## src/rtl/stream_pkg.sv

```systemverilog
// Shared constants, types and helpers for the stream width packer.
//   MAX_RATIO   - largest supported narrow-beats-per-wide-beat ratio
//   lane_idx_w  - bit width of a lane index for a given ratio
//   keep_max_t  - keep vector sized for the largest supported ratio
package stream_pkg;

  localparam int unsigned MAX_RATIO = 16;

  function automatic int unsigned lane_idx_w(input int unsigned ratio);
    return $clog2(ratio);
  endfunction

  typedef logic [MAX_RATIO-1:0] keep_max_t;

endpackage

```

## src/rtl/stream_out_slot.sv

```systemverilog
// Single-entry registered output slot with ready/valid on both sides.
// Ports:
//   clk, rst               - clock, asynchronous active-low reset
//   load_valid/load_ready  - write side; load_ready = slot empty or draining
//   load_data              - word captured on a load transfer
//   out_valid/out_ready    - read side handshake
//   out_data               - held word, stable while stalled
module stream_out_slot #(
  parameter int unsigned WIDTH = 1
) (
  input  logic             clk,
  input  logic             rst,
  input  logic             load_valid,
  output logic             load_ready,
  input  logic [WIDTH-1:0] load_data,
  output logic             out_valid,
  input  logic             out_ready,
  output logic [WIDTH-1:0] out_data
);

  assign load_ready = !out_valid || out_ready;

  always_ff @(posedge clk or negedge rst) begin
    if (!rst) begin
      out_valid <= 1'b0;
      out_data  <= '0;
    end else if (load_valid && load_ready) begin
      out_valid <= 1'b1;
      out_data  <= load_data;
    end else if (out_ready) begin
      out_valid <= 1'b0;
    end
  end

endmodule

```

## src/rtl/stream_width_packer.sv

```systemverilog
// Packs RATIO consecutive DATA_WIDTH-bit ready/valid beats into one wide
// beat with a per-lane keep mask; in_last flushes a partial wide beat early.
// Ports:
//   clk, rst             - clock, asynchronous active-low reset
//   in_valid/in_ready    - narrow input handshake
//   in_data, in_last     - narrow payload and end-of-frame flag
//   out_valid/out_ready  - wide output handshake
//   out_data             - packed payload, lane k = [k*DATA_WIDTH +: DATA_WIDTH]
//   out_keep             - bit k set when lane k holds data
//   out_last             - wide beat closes a frame
module stream_width_packer
  import stream_pkg::*;
#(
  parameter int unsigned DATA_WIDTH = 32,
  parameter int unsigned RATIO      = 2
) (
  input  logic                        clk,
  input  logic                        rst,
  input  logic                        in_valid,
  output logic                        in_ready,
  input  logic [DATA_WIDTH-1:0]       in_data,
  input  logic                        in_last,
  output logic                        out_valid,
  input  logic                        out_ready,
  output logic [DATA_WIDTH*RATIO-1:0] out_data,
  output logic [RATIO-1:0]            out_keep,
  output logic                        out_last
);

  localparam int unsigned IDX_W  = lane_idx_w(RATIO);
  localparam int unsigned WIDE_W = DATA_WIDTH * RATIO;
  localparam int unsigned SLOT_W = WIDE_W + RATIO + 1;

  if (RATIO < 2 || RATIO > MAX_RATIO) begin : g_ratio_check
    $error("stream_width_packer: RATIO must be in 2..16");
  end

  typedef logic [RATIO-1:0] keep_t;

  logic [IDX_W-1:0]  idx;
  logic [WIDE_W-1:0] acc;
  keep_t             acc_keep;

  logic              accept;
  logic              emit;
  keep_t             lane_bit;
  logic [WIDE_W-1:0] wide_data;
  logic [SLOT_W-1:0] slot_d;
  logic [SLOT_W-1:0] slot_q;

  assign accept = in_valid && in_ready;
  assign emit   = accept && (in_last || idx == IDX_W'(RATIO - 1));

  // Lanes below idx come from the accumulator, lane idx takes in_data and
  // everything above is zero. The same word serves as the next accumulator
  // on a collect beat, so only one lane mux exists.
  always_comb begin
    lane_bit  = keep_t'(1) << idx;
    wide_data = '0;
    for (int unsigned k = 0; k < RATIO; k++) begin
      if (acc_keep[k]) begin
        wide_data[k*DATA_WIDTH +: DATA_WIDTH] = acc[k*DATA_WIDTH +: DATA_WIDTH];
      end else if (lane_bit[k]) begin
        wide_data[k*DATA_WIDTH +: DATA_WIDTH] = in_data;
      end
    end
  end

  always_ff @(posedge clk or negedge rst) begin
    if (!rst) begin
      idx      <= '0;
      acc      <= '0;
      acc_keep <= '0;
    end else if (emit) begin
      idx      <= '0;
      acc      <= '0;
      acc_keep <= '0;
    end else if (accept) begin
      idx      <= idx + 1'b1;
      acc      <= wide_data;
      acc_keep <= acc_keep | lane_bit;
    end
  end

  assign slot_d = {wide_data, acc_keep | lane_bit, in_last};

  stream_out_slot #(
    .WIDTH(SLOT_W)
  ) u_out_slot (
    .clk       (clk),
    .rst       (rst),
    .load_valid(emit),
    .load_ready(in_ready),
    .load_data (slot_d),
    .out_valid (out_valid),
    .out_ready (out_ready),
    .out_data  (slot_q)
  );

  assign {out_data, out_keep, out_last} = slot_q;

endmodule

```

## config.mk

```make
export PLATFORM = sky130hd
export DESIGN_NAME = stream_width_packer
export DESIGN_NICKNAME = d
export VERILOG_FILES = /design/src/rtl/stream_pkg.sv /design/src/rtl/stream_out_slot.sv /design/src/rtl/stream_width_packer.sv
export SDC_FILE = /design/constraint.sdc
export NUM_CORES = 1
export LEC_CHECK = 0
export ABC_AREA = 1
export CAP_MARGIN = 10
export CORE_ASPECT_RATIO = 0.8
export CORE_MARGIN = 5
export CORE_UTILIZATION = 30
export CTS_CLUSTER_SIZE = 28
export DETAILED_ROUTE_END_ITERATION = 10
export PLACE_DENSITY_LB_ADDON = 0.05
export SLEW_MARGIN = 10
export SYNTH_ARGS = -nofsm -noshare
export SYNTH_HDL_FRONTEND = slang
export SYNTH_SLANG_ARGS = --single-unit
```

## constraint.sdc

```tcl
create_clock -name clk -period 2.05 [get_ports clk]
set_input_delay 0.205 -clock clk [delete_from_list [all_inputs] [get_ports clk]]
set_output_delay 0.205 -clock clk [all_outputs]
set_load 0.01 [all_outputs]
```

==> results.yml, run 1 <==
# physical design summary
finish:
  stdcell_area_um2: 7970
  layout.nonclk_buf_share_pct: 15.7
  nClkBuffers: 18
  final.fill_count: 2017
  final.signal_buffer_count: 123
  layout_clock_area_share_pct: 8.04
sta:
  final-max-slew-violation-count: 0
  worstMarginPinSlew_ns: 0.482
setup_path:
  ws_path_type: "flop to output pin"
  endpoint: "in_ready"
  cell_chain_critical_path: "nand2_2, clkdlybuf4s50_1"
  critical_path.endpoint_type: "output pin"
  crit_slowest_cell: "sky130_fd_sc_hd__clkdlybuf4s50_1"
  reg2regPathDepth: 6
grt:
  grt_pass1_vias: 5409
  grt_overflow_total: 0
cts:
  ctsLongestPathBuffers: 2
  cts_made_buffers: 17
  clock_latency_ns: 0.43
logic_synthesis:
  synth.top_cells.by_count: "sky130_fd_sc_hd__nand2_1 (559), sky130_fd_sc_hd__dfrtp_1 (135), sky130_fd_sc_hd__nand3_1 (32)"
  synth_sequential_area_ratio_pct: 56.3
  synthesis.instances: 786
outcome:
  status: "finished clean"
pwr:
  power.clock.fraction_pct: 38.1
  switching_share_pct: 29.4
  netSwitchingPower_mw: 2.55
  power_frac_seq_pct: 39.1
place:
  dpl_cell_area_um2: 7320
routing:
  avgViaCountPerCell: 4.45
die:
  placeableCoreArea_um2: 19700
  die_h_um: 136
  core.rowCount: 46
==> run 1: logic make-up after synthesis <==
family,after synthesis,share of synthesized area [%]
and+or+nand+nor,599,38.9
AOI/OAI and AO/OA,1,0.0834
DFF,135,56.3
buffers and inverters,51,4.72
==> run 1: power groups by stage <==
stage,combinational (mW),sequential [mW],clock [mW]
after floorplan,0.842,3.51,0
after global placement,2.00,3.43,0
after detailed placement,2.01,3.43,0
after CTS,2.02,3.39,3.39
after global routing,2.21,3.45,3.50
final,1.97,3.39,3.30
==> run 1: metal layers <==
metal	routed length, um	GRT usage, %	vias up
met5	0	0	-
met2	7840	25.1	100
met3	765	3.81	15
met1	7950	20.1	2470
li1	-	-	2582
met4	214	4.78	0
### M1 wires, run 1

Scale bar: 50 um.
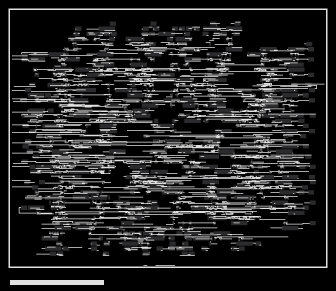
share of all routed wire	47%
wire length on this layer	7950 um
longest straight run	39.6 um
nets with wire on the layer	813
main direction	horizontal
overall via count from detail_route: 5167
wire length reported by the detailed router: 16.8 mm
GR met1 Demand/Resource: 20.1%

### The metal 2 layer, run 1

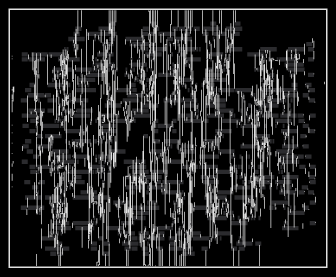
share of all routed wire	47%
nets with wire on the layer	682
main direction	vertical
wire length on this layer	7840 um
longest straight run	56.8 um
GR Util met2: 25.1%

### Met3 routing, run 1

Scale bar: 50 um.
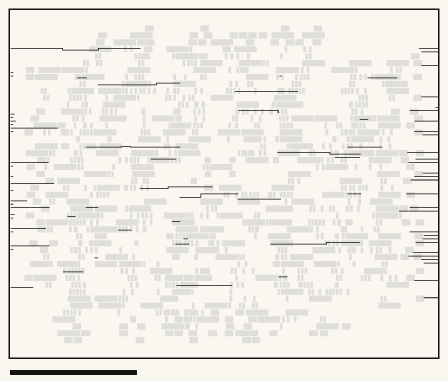
share of all routed wire	4.6%
longest straight run	24.4 um
wire length on this layer	765 um
nets with wire on the layer	67

==> run 2, diff against run 1 <==
- clock period: 2.05 -> 1.6 ns (I/O delays scaled with it)
### Sequential cells coloured by netlist name, run 2

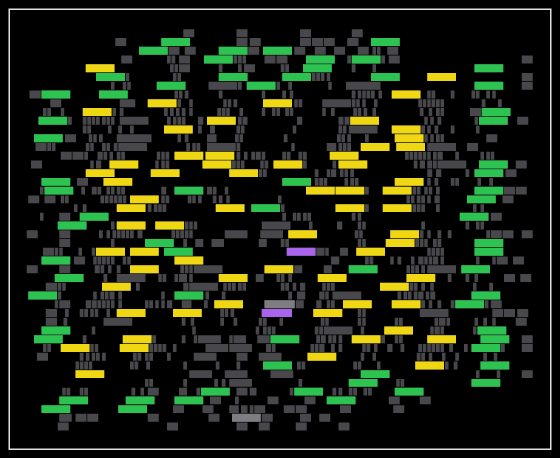
signal	colour	flops
u_out_slot.out_data	green	67
acc	yellow	64
acc_keep	purple	2
not coloured	2
sequential share of cell area: 42.3%
power attributed to sequential cells: 4.32 mW
sequential cell area: 3380 um^2
final core occ: 40.5%

==> results.yml, run 2 <==
# physical design summary
pwr:
  clock_power_mw: 3.84
  combinationalPower_mw: 2.60
  netSwitchingPower_mw: 3.22
  power.clock.fraction_pct: 35.7
  largestPowerGroup: "sequential cells"
  power_frac_seq_pct: 40.1
sta:
  worstMarginPinSlew_ns: 0.416
  final-max-slew-violation-count: 0
routing:
  avgViaCountPerCell: 4.40
  overall_via_count_from_detail_route: 5116
  dr_wl_met2_mm: 7.84
  wire_length_reported_by_the_detailed_router_mm: 16.7
  wl_met3_um: 874
  wirelength_met1_mm: 7.86
  highest-signal-layer: "met4"
grt:
  grt_util_met2_pct: 24.6
  busiest_grt_layer: "met2"
  grt_pass1_vias: 5117
  grt_overflow_total: 0
  global_route.usage.met3_pct: 4.30
cts:
  ctsLongestPathBuffers: 2
  clock_latency_ns: 0.43
logic_synthesis:
  synth.top_cells.by_count: "sky130_fd_sc_hd__nand2_1 (559), sky130_fd_sc_hd__dfrtp_1 (135), sky130_fd_sc_hd__nand3_1 (32)"
  yosys-dominant-comb-family: "simple AND/OR/NAND/NOR gates"
  synth_sequential_area_ratio_pct: 56.3
  mux_area_share_pct: 0
  fa_ha_area_share_pct: 0
setup_path:
  reg2regPathDepth: 6
  endpoint: "out_data[31]"
  cell_chain_critical_path: "clkdlybuf4s50_1"
  critical_path.endpoint_type: "output pin"
die:
  core.rowCount: 46
  placeableCoreArea_um2: 19700
outcome:
  status: "finished clean"
## run 2: through the flow
step                      cell area (um^2)  power (mW)  TNS (ns)  std cells
after floorplan                       6000        5.57         0        786
after global placement                7410        7.02   -0.0157       1130
after detailed placement              7410        7.04    -0.135       1130
after CTS                             7990        10.9         0       1163
after global routing                  7990        11.4         0       1163
final                                 7990        10.8         0       1163
## run 2: cell families (layout without fill, tap and decap cells)
logic type	Yosys count	after routing
simple gates	599	599
flops	135	135
buf+inv	51	164
compound gates	1	1
## run 2: area by class of cell
type	instances	area, um^2
clock inverters	13	131
clock buffers	19	443
repair buffers	126	1340
flip-flops and latches	135	3380
inverters	6	22.5
fillers	1995	11800
multi-input cells	600	2350
well taps	264	330
No activity file was given, so power comes from the tool's default toggle rates.
